==> src/rtl/multi_ver_barrel.sv <==
// Multi-slot falling barrel engine: allocation, gravity, hit and landing.
// Optional macro MULTI_VER_BARREL_VMAX_EN caps barrel velocity at VMAX.
package multi_ver_barrel_pkg;
  localparam int VER_PIXELS         = 480;
  localparam int PLATFORM_HEIGHT    = 32;
  localparam int KONG_PLATFORM_YPOS = 64;
  localparam int CHARACTER_HEIGHT   = 48;
  localparam int BARREL_WIDTH       = 24;
  localparam int BARREL_HEIGHT      = 24;
  localparam int HIT_OFFSET         = 8;
endpackage

module multi_ver_barrel
  import multi_ver_barrel_pkg::*;
#(
  parameter int NUM_BARRELS = 4,
  parameter int TICK_CYCLES = 200000,
  parameter int FLOOR_Y     = VER_PIXELS - PLATFORM_HEIGHT,
  parameter int VMAX        = 16
) (
  input  logic                     clk,
  input  logic                     rst_n,
  input  logic                     barrel,
  input  logic [10:0]              xpos_kong,
  input  logic [10:0]              xpos_donkey,
  input  logic [10:0]              ypos_donkey,
  output logic [11*NUM_BARRELS-1:0] xpos,
  output logic [11*NUM_BARRELS-1:0] ypos,
  output logic [NUM_BARRELS-1:0]   active,
  output logic [NUM_BARRELS-1:0]   done,
  output logic                     barrel_hit,
  output logic                     launch_drop
);

  localparam int CW = (TICK_CYCLES > 2) ? $clog2(TICK_CYCLES) : 1;
  localparam logic [CW-1:0] TLAST = CW'(TICK_CYCLES - 1);
  localparam logic [10:0] SPAWN_Y = 11'(KONG_PLATFORM_YPOS + CHARACTER_HEIGHT);
  localparam logic [10:0] FLOOR = 11'(FLOOR_Y);
  localparam logic [11:0] XR = 12'(BARREL_WIDTH - HIT_OFFSET);
  localparam logic [11:0] XL = 12'(48 - HIT_OFFSET);
  localparam logic [11:0] YH = 12'(BARREL_HEIGHT);
`ifdef MULTI_VER_BARREL_VMAX_EN
  localparam logic [10:0] VCAP = 11'(VMAX);
`else
  localparam logic [10:0] VCAP = 11'd2047;
`endif

  typedef enum logic {IDLE, FALL} state_t;

  logic [NUM_BARRELS-1:0] hit;
  logic [NUM_BARRELS-1:0] retire;
  logic [NUM_BARRELS-1:0] free;
  logic [NUM_BARRELS-1:0] grant;
  logic                   ready;
  logic                   launch;

  // Launches are ignored for the first cycle out of reset.
  assign launch = barrel & ready;

  // Lowest-index idle slot wins; retiring slots are still busy.
  assign grant = free & (~free + NUM_BARRELS'(1));

  for (genvar i = 0; i < NUM_BARRELS; i++) begin : g_slot
    state_t          st;
    logic [10:0]     x_q;
    logic [10:0]     y_q;
    logic [10:0]     v_q;
    logic [CW-1:0]   cnt_q;
    logic [11:0]     ysum;
    logic [10:0]     ynext;
    logic            fall;
    logic            floor_hit;

    assign fall      = (st == FALL);
    assign floor_hit = (y_q == FLOOR);
    assign ysum      = {1'b0, y_q} + {1'b0, v_q};
    assign ynext     = (ysum >= {1'b0, FLOOR}) ? FLOOR : ysum[10:0];

    assign hit[i] = fall
      && ({1'b0, x_q} + XR >= {1'b0, xpos_donkey})
      && ({1'b0, x_q} <= {1'b0, xpos_donkey} + XL)
      && ({1'b0, y_q} + YH >= {1'b0, ypos_donkey})
      && ({1'b0, y_q} <= {1'b0, ypos_donkey} + YH);

    assign retire[i] = fall & (hit[i] | floor_hit);
    assign free[i]   = ~fall;
    assign active[i] = fall;
    assign xpos[11*i +: 11] = x_q;
    assign ypos[11*i +: 11] = y_q;

    // Per-slot FSM: spawn, gravity steps, retire on hit or landing.
    always_ff @(posedge clk or negedge rst_n) begin
      if (!rst_n) begin
        st    <= IDLE;
        x_q   <= '0;
        y_q   <= '0;
        v_q   <= '0;
        cnt_q <= '0;
      end else begin
        unique case (st)
          IDLE: begin
            if (launch && grant[i]) begin
              st    <= FALL;
              x_q   <= xpos_kong + 11'd12;
              y_q   <= SPAWN_Y;
              v_q   <= '0;
              cnt_q <= '0;
            end
          end
          FALL: begin
            if (hit[i]) begin
              st <= IDLE;
            end else if (floor_hit) begin
              st <= IDLE;
            end else if (cnt_q == TLAST) begin
              cnt_q <= '0;
              y_q   <= ynext;
              if (v_q < VCAP) v_q <= v_q + 11'd1;
            end else begin
              cnt_q <= cnt_q + CW'(1);
            end
          end
          default: st <= IDLE;
        endcase
      end
    end
  end

  // Shared registered pulses and the post-reset launch gate.
  always_ff @(posedge clk or negedge rst_n) begin
    if (!rst_n) begin
      ready       <= 1'b0;
      done        <= '0;
      barrel_hit  <= 1'b0;
      launch_drop <= 1'b0;
    end else begin
      ready       <= 1'b1;
      done        <= retire;
      barrel_hit  <= |hit;
      launch_drop <= launch & ~(|free);
    end
  end

endmodule

==> config.mk <==
export PLATFORM = sky130hd
export DESIGN_NAME = multi_ver_barrel
export DESIGN_NICKNAME = d
export VERILOG_FILES = /design/src/rtl/multi_ver_barrel.sv
export SDC_FILE = /design/constraint.sdc
export NUM_CORES = 1
export LEC_CHECK = 0
export CORE_MARGIN = 4
export CORE_UTILIZATION = 25
export CTS_BUF_LIST = sky130_fd_sc_hd__clkbuf_2
export CTS_CLUSTER_SIZE = 40
export DETAILED_ROUTE_END_ITERATION = 7
export MAX_ROUTING_LAYER = met4
export PLACE_DENSITY_LB_ADDON = 0.12
export SLEW_MARGIN = 5
export SYNTH_ARGS = -nofsm -noshare
export SYNTH_HDL_FRONTEND = slang
export SYNTH_SLANG_ARGS = --single-unit
==> constraint.sdc <==
create_clock -name clk -period 5.3 [get_ports clk]
set_input_delay 1.06 -clock clk [delete_from_list [all_inputs] [get_ports clk]]
set_output_delay 1.06 -clock clk [all_outputs]
set_load 0.02 [all_outputs]
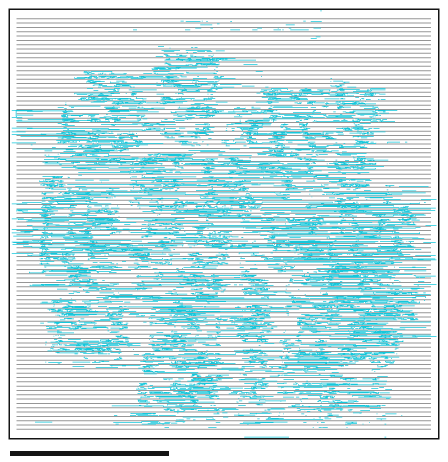
Figure 1: run 1, metal 1.
The bar under the picture is 100 um long. Supply wires on this layer in grey.
The layer carries 28.8 mm of wire. The longest straight run is 83.7 um. The layer holds 47% of the routed length. The wires run mostly horizontal.
grt met1 use: 22.5%
Routed WL: 61.0 mm
via count: 16000

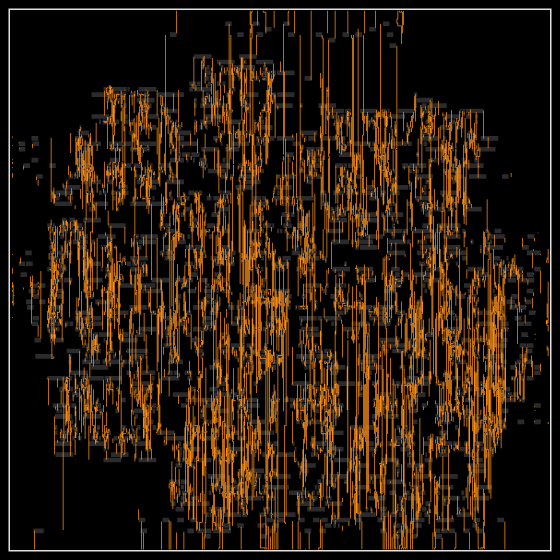
Figure 2: run 1, metal 2.
The layer holds 46% of the routed length. The wires run mostly vertical. The layer carries 28.2 mm of wire. 1995 nets have wire on it.
grt met2 use: 27.2%

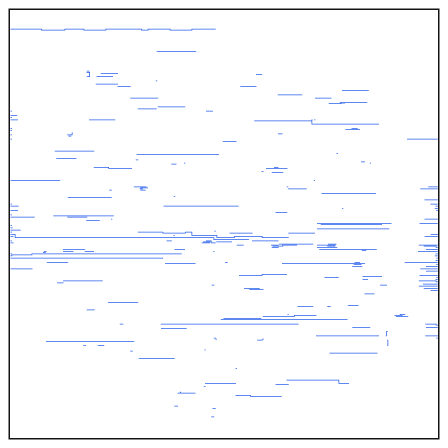
Figure 3: run 1, signal wires on met3.
The layer holds 4.6% of the routed length. The layer carries 2790 um of wire.
M3 GR Usage: 3.00%

==> impl_metrics.tcl, run 1 <==
# collected from the flow reports
set metrics [dict create \
    outcome "completed" \
    path_clk_slew_ns 0.09 \
    sequentialPowerShare_pct 29.2 \
    rows 95 \
    top_cell "o21ai_0" \
    crit_path_end "g_slot[1].v_q[6]" \
    grt_max_degree 110 \
    ff_type "dfrtp_1" \
    numClockSinks 215 \
    ant_nets 0 \
    wire_per_inst_um 19.5 \
    drc_errors 0 \
    worstPathArrival_ns 5.12 \
    cts_root_buffer "clkbuf_2" \
    min_path_type "in -> async" \
    first_global_vias 16100 \
    syn_to_final_growth_pct 18.5 \
    logic_area_mm2 0.0110 \
    final_common_cell "o21ai_0" \
    fin_crit_ns 4.27 \
    cts_inserted_buffers 69 \
    gp_congestion 0.835 \
    drive_gt1_share_pct 8.29 \
    die_width_um 269 \
    crit_start "xpos_donkey[4]" \
    power.leakage_nw 9.01 \
    grt_usage_pct 17.1 \
    hold_slack_ns 0.127 \
    numSynthFlops 215 \
    fin_skew_ns 0.103 \
    cp-end-kind "register" \
    h-tree-depth 3 \
    combinationalPowerShare_pct 57.4 \
    chipArea_mm2 0.0726 \
    regToRegSetupSlack_ns 1.40 \
    synth.largest_area_cell "dfrtp_1" \
    wl_met3_mm 2.79 \
    antenna_found_initial 4 \
    finalSetupViolations 0 \
    nFillCells 7173 \
    cts_buffer_depth 3 \
    n_antenna_cell 3 \
    synth-edff-count 0 \
    layout.non_clock_inverters 100 \
    grt_first_pass_wirelength_mm 96.0 \
    hold_violations 0 \
    ys_cells 2035 \
    crit_chain "clkdlybuf4s50_1, a21oi_2, or3_1, xnor2_1, ha_1, nand4_1, nor4_1, o22ai_1, o31a_1, a21oi_1, o211ai_1, or4b_2, o311ai_0" \
    io_pins 134 \
    layout_top_cells "231 x o21ai_0, 215 x dfrtp_1, 207 x nand2_1, 203 x ha_1, 155 x nor2_1" \
    maxSlewHeadroom_pct 37.3 \
    netlist_instances 2035 \
    clk_share_pct 2.84 \
    rsz0062_at_grt "no" \
    r2r_start "g_slot[1].y_q[3]" \
    wl_met2_mm 28.2 \
    seqCellArea_mm2 0.00538 \
    logic_gates 1649 \
    syn-cell-area_mm2 0.0171 \
    cts_tree "yes" \
    cp_max_fo 5 \
    synth_warnings 0 \
    drv_cap 0 \
    tightest_slew_ns 0.941 \
    dr.first_iter.drc_count 1000 \
    fp.dieH_um 269 \
    power_frac_clock_pct 13.4 \
    largestClassByArea "combinational gates" \
    seq_share_pct 26.6 \
    top_cells_by_count "232 x o21ai_0, 215 x dfrtp_1, 207 x nand2_1, 203 x ha_1, 155 x nor2_1" \
    fp.coreArea_mm2 0.0674 \
    place.detailed.hpwl_mm 45.4 \
    tns_ns 0 \
    reg2reg_to "g_slot[1].v_q[6]" \
    met1_length_mm 28.8 \
    n_tap_cell 873 \
    synth_chip_area_mm2 0.0171 \
    flop-count 215 \
    synth_seq_share_pct 31.5 \
    vias_per_cell 5.11 \
    n_clock_buffer 99 \
    finalNetCount 2465 \
    sh_comb_area_pct 54.4 \
    worstRegToRegCells 13 \
    swShare_pct 49.1 \
    powerDensity_mw_per_mm2 509 \
    buffers 187 \
    worstSetupPathType "in -> reg" \
    ys_async_sr_fraction_pct 100 \
    switchingPower_mw 5.06 \
]
## run 1: sequential cells by signal, indices dropped and copies added (netlist names)
register,count
g_slot.fall,4
g_slot.v_q,44
barrel_hit,1
g_slot.y_q,44
ready,1
g_slot.cnt_q,72
launch_drop,1
g_slot.x_q,44
done,4
## run 1: worst max-delay path: cells and delay by family
family	cells	cell delay, ns
AOI/OAI and AO/OA	6	1.35
xor gates and xnor gates	1	0.43
adders and majority gates	1	0.23
and+or+nand+nor	4	1.42
buffers and inverters	1	0.60
## run 1: metrics by stage
stage          worst slack [ns]  area [um^2]  power, mW  std cells  utilization, %
3_5_place_dp             0.0390        19700       8.98       3024            29.2
2_1_floorplan             0.440        17100       6.73       2035               -
6_report                   1.03        20200       10.3       3133            30.0
5_1_grt                   0.885        20200       11.4       3133            30.0
3_3_place_gp              0.140        19700       8.89       3024            29.2
4_1_cts                    1.23        20200       10.5       3130            30.0
## run 1: cells by family (layout without fill, tap and decap cells)
group | Yosys count | after routing | synth area share [%]
buffers and inverters | 171 | 393 | 4.04
other | 1 | 4 | 0.0220
AND-OR/OR-AND | 551 | 551 | 20.4
flip-flops | 215 | 215 | 31.5
adder cells (fa/ha/maj) | 208 | 208 | 15.4
multiplexers | 11 | 11 | 0.703
AND/OR/NAND/NOR | 779 | 779 | 22.8
XOR/XNOR | 99 | 99 | 5.16
## run 1: power by group through the flow
stage                     clock network, mW  registers, mW  logic (mW)
after CTS                              1.48           3.02        5.96
after floorplan                           0           2.92        3.81
after global placement                    0           3.06        5.83
after detailed placement                  0           3.05        5.93
after global routing                   1.54           3.10        6.72
final                                  1.38           3.01        5.92
==> run 2: changes to the inputs <==
==> constraint.sdc (replaced) <==
create_clock -name clk -period 4.3 [get_ports clk]
set_input_delay 0.86 -clock clk [delete_from_list [all_inputs] [get_ports clk]]
set_output_delay 0.86 -clock clk [all_outputs]
set_load 0.02 [all_outputs]
==> run 2 against run 1 <==
Net effect: first-iteration DRC count down 17%; worst hold slack better by 0.37 ns; count of clock-buffer cells in the layout up 4.
==> impl_metrics.tcl, run 2 <==
# collected from the flow reports
set metrics [dict create \
    cp_max_fo 22 \
    seqCellArea_mm2 0.00538 \
    tightest_slew_ns 0.841 \
    outcome "completed" \
    sequentialPowerShare_pct 27.4 \
    swShare_pct 48.7 \
    top_register "g_slot.cnt_q" \
    first_global_vias 16300 \
    tns_ns 0 \
    fin_skew_ns 0.102 \
    synth_warnings 0 \
    final_util_pct 31.3 \
    numSynthFlops 215 \
    cts_inserted_buffers 70 \
    finalSetupViolations 0 \
    rows 95 \
    crit_start "xpos_donkey[3]" \
    largest_reg_flops 72 \
    fmax_ghz 0.249 \
    grt_usage_pct 17.2 \
    drc_errors 0 \
    syn_to_final_growth_pct 23.6 \
    gp_congestion 0.855 \
    grt.overflow.total 0 \
    logic_area_mm2 0.0110 \
    top_power_group "combinational cells" \
    p_seq_mw 3.57 \
    synth_chip_area_mm2 0.0171 \
    netlist_instances 2035 \
    min_path_type "reg -> reg" \
    numClockSinks 215 \
    powerComb_mw 7.79 \
    cts_buffer_depth 3 \
    powerClk_mw 1.64 \
    power_frac_clock_pct 12.6 \
    rsz0062_at_grt "no" \
    wire_per_inst_um 19.1 \
    final_cells 3261 \
    dr.first_iter.drc_count 828 \
    ys_async_sr_fraction_pct 100 \
    drv_cap 0 \
    drive_gt1_share_pct 12.9 \
    powerDensity_mw_per_mm2 616 \
    vias_per_cell 5.07 \
    grt_first_pass_wirelength_mm 96.6 \
    io_pins 134 \
    chipArea_mm2 0.0726 \
    h-tree-depth 3 \
    finalNetCount 2581 \
    combinationalPowerShare_pct 59.9 \
    worstPathArrival_ns 4.88 \
    synth_seq_share_pct 31.5 \
    cts_root_buffer "clkbuf_2" \
    grt_max_degree 97 \
    syn-cell-area_mm2 0.0171 \
    fin_crit_sh_pct 93.5 \
    synth-edff-count 0 \
    fp.dieH_um 269 \
    fp.coreArea_mm2 0.0674 \
    final_common_cell "o21ai_0" \
    crit_family "AND-OR/OR-AND gates" \
    place.detailed.hpwl_mm 47.2 \
    placed_cells 3138 \
    switchingPower_mw 6.33 \
    hold_violations 0 \
    path_buffers 5 \
    path_clk_slew_ns 0.08 \
    fin_crit_ns 4.02 \
    ff_type "dfrtp_1" \
    top_cell "o21ai_0" \
    antenna_found_initial 1 \
    maxSlewHeadroom_pct 43.9 \
    ys_cells 2035 \
    cp-end-kind "register" \
    crit_chain "clkdlybuf4s50_1, buf_4, ha_1, xor2_1, buf_4, ha_1, a2111oi_0, buf_4, a211o_1, o211ai_1, o21ba_2, nor3_4, buf_4, nor2_1, o2bb2a_1" \
    worstSetupPathType "in -> reg" \
    nFillCells 7111 \
    ant_nets 0 \
    die_width_um 269 \
    synth.largest_area_cell "dfrtp_1" \
    top_cells_by_count "232 x o21ai_0, 215 x dfrtp_1, 207 x nand2_1, 203 x ha_1, 155 x nor2_1" \
    syn_area_per_cell_um2 8.39 \
    pre_cts_ws_ns -0.709 \
    power.leakage_nw 9.58 \
    r2r_start "g_slot[0].y_q[3]" \
    finalWorstSetupSlack_ns 0.280 \
    layout_top_cells "231 x o21ai_0, 215 x dfrtp_1, 207 x nand2_1, 203 x ha_1, 164 x buf_4" \
    cts_tree "yes" \
]
-- run 2: what timing repair did --
item / in CTS / in global routing
buffers inserted: 0 / 0
hold buffers: 1 / 0
hold endpoints to repair: 94 / 0
-- run 2: per-layer routing --
layer	routed length [um]	part of all wire, %	up-vias	GRT usage, %
met5	0	0	-	-
met1	29700	48	7975	22.9
met2	28400	46	337	27.0
met4	1380	2.2	0	5.27
li1	-	-	8141	-
met3	2830	4.5	80	2.93
-- run 2: path summary, 6_finish.rpt --
kind / to / slack [ns] / cells past startpoint
worst max-delay path: g_slot[0].v_q[10] / 0.28 / 15
worst min-delay path: g_slot[0].cnt_q[17] / 0.49 / 1
worst max register to register: g_slot[0].y_q[6] / 0.64 / 16
worst min register to register: g_slot[0].cnt_q[17] / 0.49 / 1
max in group asynchronous: g_slot[2].cnt_q[8] / 2.86 / 3
min in group asynchronous: g_slot[0].cnt_q[4] / 0.51 / 2
-- run 2: area by class of cell --
type                            count  area share, %
Clock buffer                      103           2.44
Multi-Input combinational cell   1649           52.2
Sequential cell                   215           25.5
Antenna cell                        1         0.0119
Timing Repair Buffer              302           12.6
Inverter                          100           1.78
Clock inverter                     18          0.332
Tap cell                          873           5.17
-- run 2: cells by family after synthesis --
logic type,share of synthesized area (%)
adders and majority gates,15.4
DFF,31.5
muxes,0.703
AOI/OAI and AO/OA,20.4
other,0.0220
and+or+nand+nor,22.8
buffers and inverters,4.04
xor gates and xnor gates,5.16
-- run 2: stage by stage --
stage	power, mW	hold slack (ns)	instance area [um^2]
after global placement	11.3	0.476	20500
after floorplan	8.30	0.449	17100
after CTS	13.2	0.388	21100
after global routing	14.3	0.482	21100
final	13.0	0.494	21100
after detailed placement	11.4	0.481	20500
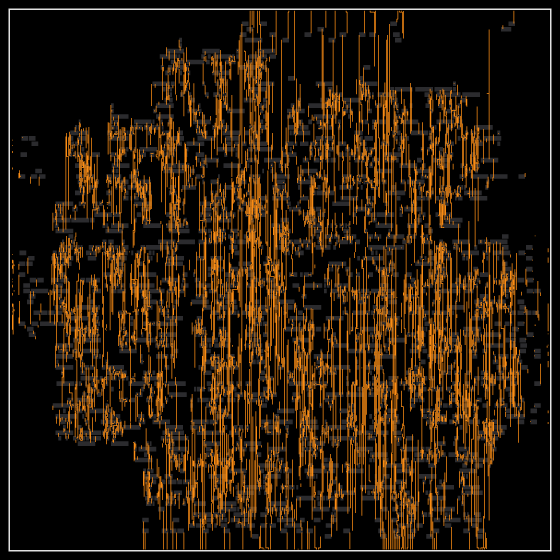
Figure 4: run 2, metal 2.
The layer carries 28.4 mm of wire. 2091 nets have wire on it. The layer holds 46% of the routed length. The longest straight run is 119 um.
Routed WL: 62.3 mm
via count: 16500
grt met2 use: 27.0%

==> run 3: changes to the inputs <==
--- a/config.mk
+++ b/config.mk
@@ -11,7 +11,7 @@
 export CTS_CLUSTER_SIZE = 40
 export DETAILED_ROUTE_END_ITERATION = 7
 export MAX_ROUTING_LAYER = met4
-export PLACE_DENSITY_LB_ADDON = 0.12
+export PLACE_DENSITY = 0.51
 export SLEW_MARGIN = 5
 export SYNTH_ARGS = -nofsm -noshare
 export SYNTH_HDL_FRONTEND = slang
==> run 3 against run 2 <==
Net effect: via count is 2.2% higher; total power is 1.2% higher; critical path depth is 3 higher; count of clock-buffer cells in the layout is 9 lower; non-clock buffer count is 9 lower; sequential power hardly changed; die area stayed put; sequential share of layout area hardly changed; register-to-register slack worse by 0.05 ns; worst hold slack worse by 0.0011 ns; cell count is 0.21% lower; combinational power is 1% higher; critical endpoint is now g_slot[0].y_q[8]; largest cell class unchanged; largest power group unchanged.
==> impl_metrics.tcl, run 3 <==
# collected from the flow reports
set metrics [dict create \
    fmax_ghz 0.261 \
    drive_gt1_share_pct 12.2 \
    synthMuxAreaShare_pct 0.703 \
    synth_seq_share_pct 31.5 \
    fin_area_mm2 0.0211 \
    crit_path_frequent_cell "buf_4" \
    io_pins 134 \
    cp.required_ns 5.17 \
    regToRegSetupSlack_ns 0.59 \
    fp.dieH_um 269 \
    topCellsByArea "dfrtp_1 32%, ha_1 15%, o21ai_0 6.8%" \
    ant_nets 0 \
    fp_util_pct 25.3 \
    top_register "g_slot.cnt_q" \
    hold_slack_ns 0.493 \
    grt_max_degree 99 \
    crit_cells 18 \
    vdd_ir_drop_max_uv 245 \
    path_buffers 5 \
    maxSlewHeadroom_pct 42.5 \
    synth-compound-area-share_pct 20.4 \
    ys_async_sr_fraction_pct 100 \
    max_stage_delay_ns 0.56 \
    synth.cellmix.xorXnorShare_pct 5.16 \
    layout_top_cells "232 x o21ai_0, 215 x dfrtp_1, 207 x nand2_1, 203 x ha_1" \
    syn-cell-area_mm2 0.0171 \
    first_global_vias 16700 \
    cts_inserted_buffers 67 \
    placed_area_mm2 0.0204 \
    fp_nets 2278 \
    grt.overflow.total 0 \
    wire_per_inst_um 18.6 \
    top_cell "o21ai_0" \
    top_cells_by_count "232 x o21ai_0, 215 x dfrtp_1, 207 x nand2_1, 203 x ha_1, 155 x nor2_1" \
    drc_errors 0 \
    top_cell_area_share_pct 31.5 \
    synth.largest_area_cell "dfrtp_1" \
    finalSetupViolations 0 \
    path_clk_slew_ns 0.10 \
    crit_family "buffers and inverters" \
    synthDistinctLibCells 83 \
    netlist_instances 2035 \
    synth-edff-count 0 \
    fin_crit_sh_pct 89.1 \
    synth_chip_area_mm2 0.0171 \
    crit_start "xpos_donkey[3]" \
    rsz0062_at_grt "no" \
    cts_hold_buffers 1 \
    h-tree-depth 3 \
    hold_violations 0 \
    worstPathArrival_ns 4.69 \
    place.detailed.hpwl_mm 46.0 \
    cp-end-kind "register" \
    top_logic_kind "simple AND/OR/NAND/NOR gates" \
    rows 95 \
    worstSetupStartpointType "input port" \
    drv_cap 0 \
    grt_usage_pct 16.7 \
    nFillCells 7041 \
    numSynthFlops 215 \
    cts_tree "yes" \
    finalNetCount 2569 \
    crit_path_end "g_slot[0].y_q[8]" \
    cts_root_buffer "clkbuf_2" \
    largest_reg_flops 72 \
    worstRegToRegCells 14 \
    cp_max_fo 6 \
    cts_resized 0 \
    fin_crit_ns 3.83 \
    fin_skew_ns 0.0762 \
    final_util_pct 31.3 \
    fp.coreArea_mm2 0.0674 \
    reg2reg_to "g_slot[1].y_q[6]" \
    clkLatencyLatePin_ns 1.01 \
    dr.pass1.iters 7 \
    power_mw 13.2 \
    io_buffers 133 \
    warnings 34 \
    outcome "completed" \
    min_path_type "in -> async" \
    numClockSinks 215 \
    tightest_slew_ns 0.863 \
    antenna_found_initial 6 \
    final_common_cell "o21ai_0" \
    tns_ns 0 \
    chipArea_mm2 0.0726 \
    r2r_start "g_slot[1].y_q[3]" \
    die_width_um 269 \
    vias_per_cell 5.19 \
    grt_first_pass_wirelength_mm 95.0 \
    syn_to_final_growth_pct 23.4 \
    worstSetupPathType "in -> reg" \
    drv_slew 0 \
    dr.first_iter.drc_count 1221 \
    powerDensity_mw_per_mm2 624 \
    ys_cells 2035 \
    syn_area_per_cell_um2 8.39 \
    simple_gate_area_share_pct 22.8 \
    cts_buffer_depth 3 \
    power.leakage_nw 9.52 \
    gp_congestion 0.879 \
    ys_sh_adder_pct 15.4 \
    critPathSlowestCell "clkdlybuf4s50_1" \
    synth_warnings 0 \
    ff_type "dfrtp_1" \
    crit_chain "clkdlybuf4s50_1, a21oi_2, or3_1, xnor2_1, buf_4, ha_1, nand4_1, nor2_1, mux2i_1, a2111oi_0, buf_4, nand2b_1, o21ba_2, nor3_4, clkinv_2, buf_4, nand2_1, o21ai_0" \
    cts_setup_buffers 0 \
]
run 3: cell counts after synthesis:
Identical to the previous run, type by type.
run 3: power breakdown:
group,internal (mW),switching (mW),total [mW]
combinational,3.49,4.38,7.88
clock,0.704,1.03,1.73
sequential,2.58,0.965,3.55
run 3: routing by layer:
metal,vias to the layer above,wire (um),global-route usage (%)
met1,8203,27600,21.3
met3,122,2840,3.05
met2,448,28100,26.8
met5,-,0,-
li1,8121,-,-
met4,0,1850,5.50
run 3: stage by stage:
stage / std cells / setup WS, ns
4_1_cts: 3245 / 0.609
3_5_place_dp: 3129 / -0.486
6_report: 3254 / 0.471
5_1_grt: 3254 / 0.265
2_1_floorplan: 2035 / 0.00549
3_3_place_gp: 3129 / -0.393
run 3: layout make-up:
type                            instances  area [um^2]  area share, %
Clock inverter                         21          135          0.641
Timing Repair Buffer                  293         2590           12.3
Multi-Input combinational cell       1649        11000           52.2
Antenna cell                            9         22.5          0.107
Sequential cell                       215         5380           25.5
Tap cell                              873         1090           5.18
Clock buffer                           94          470           2.23
Inverter                              100          377           1.79
run 3: worst min-delay path by stage:
stage                         from                   to  slack [ns]  depth (start not counted)
4_1_cts                      rst_n   g_slot[3].cnt_q[2]        0.44                          2
6_report                     rst_n   g_slot[3].cnt_q[2]        0.49                          2
3_3_place_gp   g_slot[0].cnt_q[17]  g_slot[0].cnt_q[17]        0.48                          1
5_1_grt                      rst_n   g_slot[3].cnt_q[2]        0.44                          2
2_1_floorplan  g_slot[0].cnt_q[17]  g_slot[0].cnt_q[17]        0.45                          1
3_5_place_dp    g_slot[0].cnt_q[2]   g_slot[0].cnt_q[2]        0.49                          1
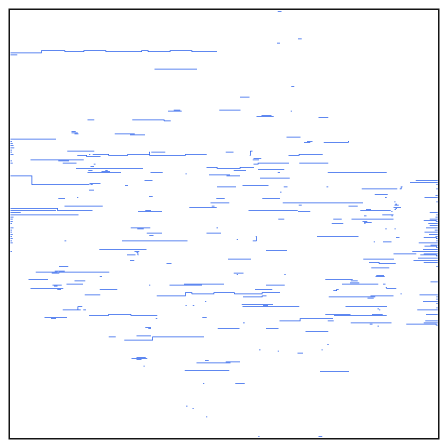
Figure 5: run 3, signal wires on met3.
The wires run mostly horizontal. The layer holds 4.7% of the routed length. 210 nets have wire on it. The layer carries 2840 um of wire.
via count: 16900
Routed WL: 60.4 mm
M3 GR Usage: 3.05%

Power figures rest on the tool's default switching activity, not on a simulated workload.
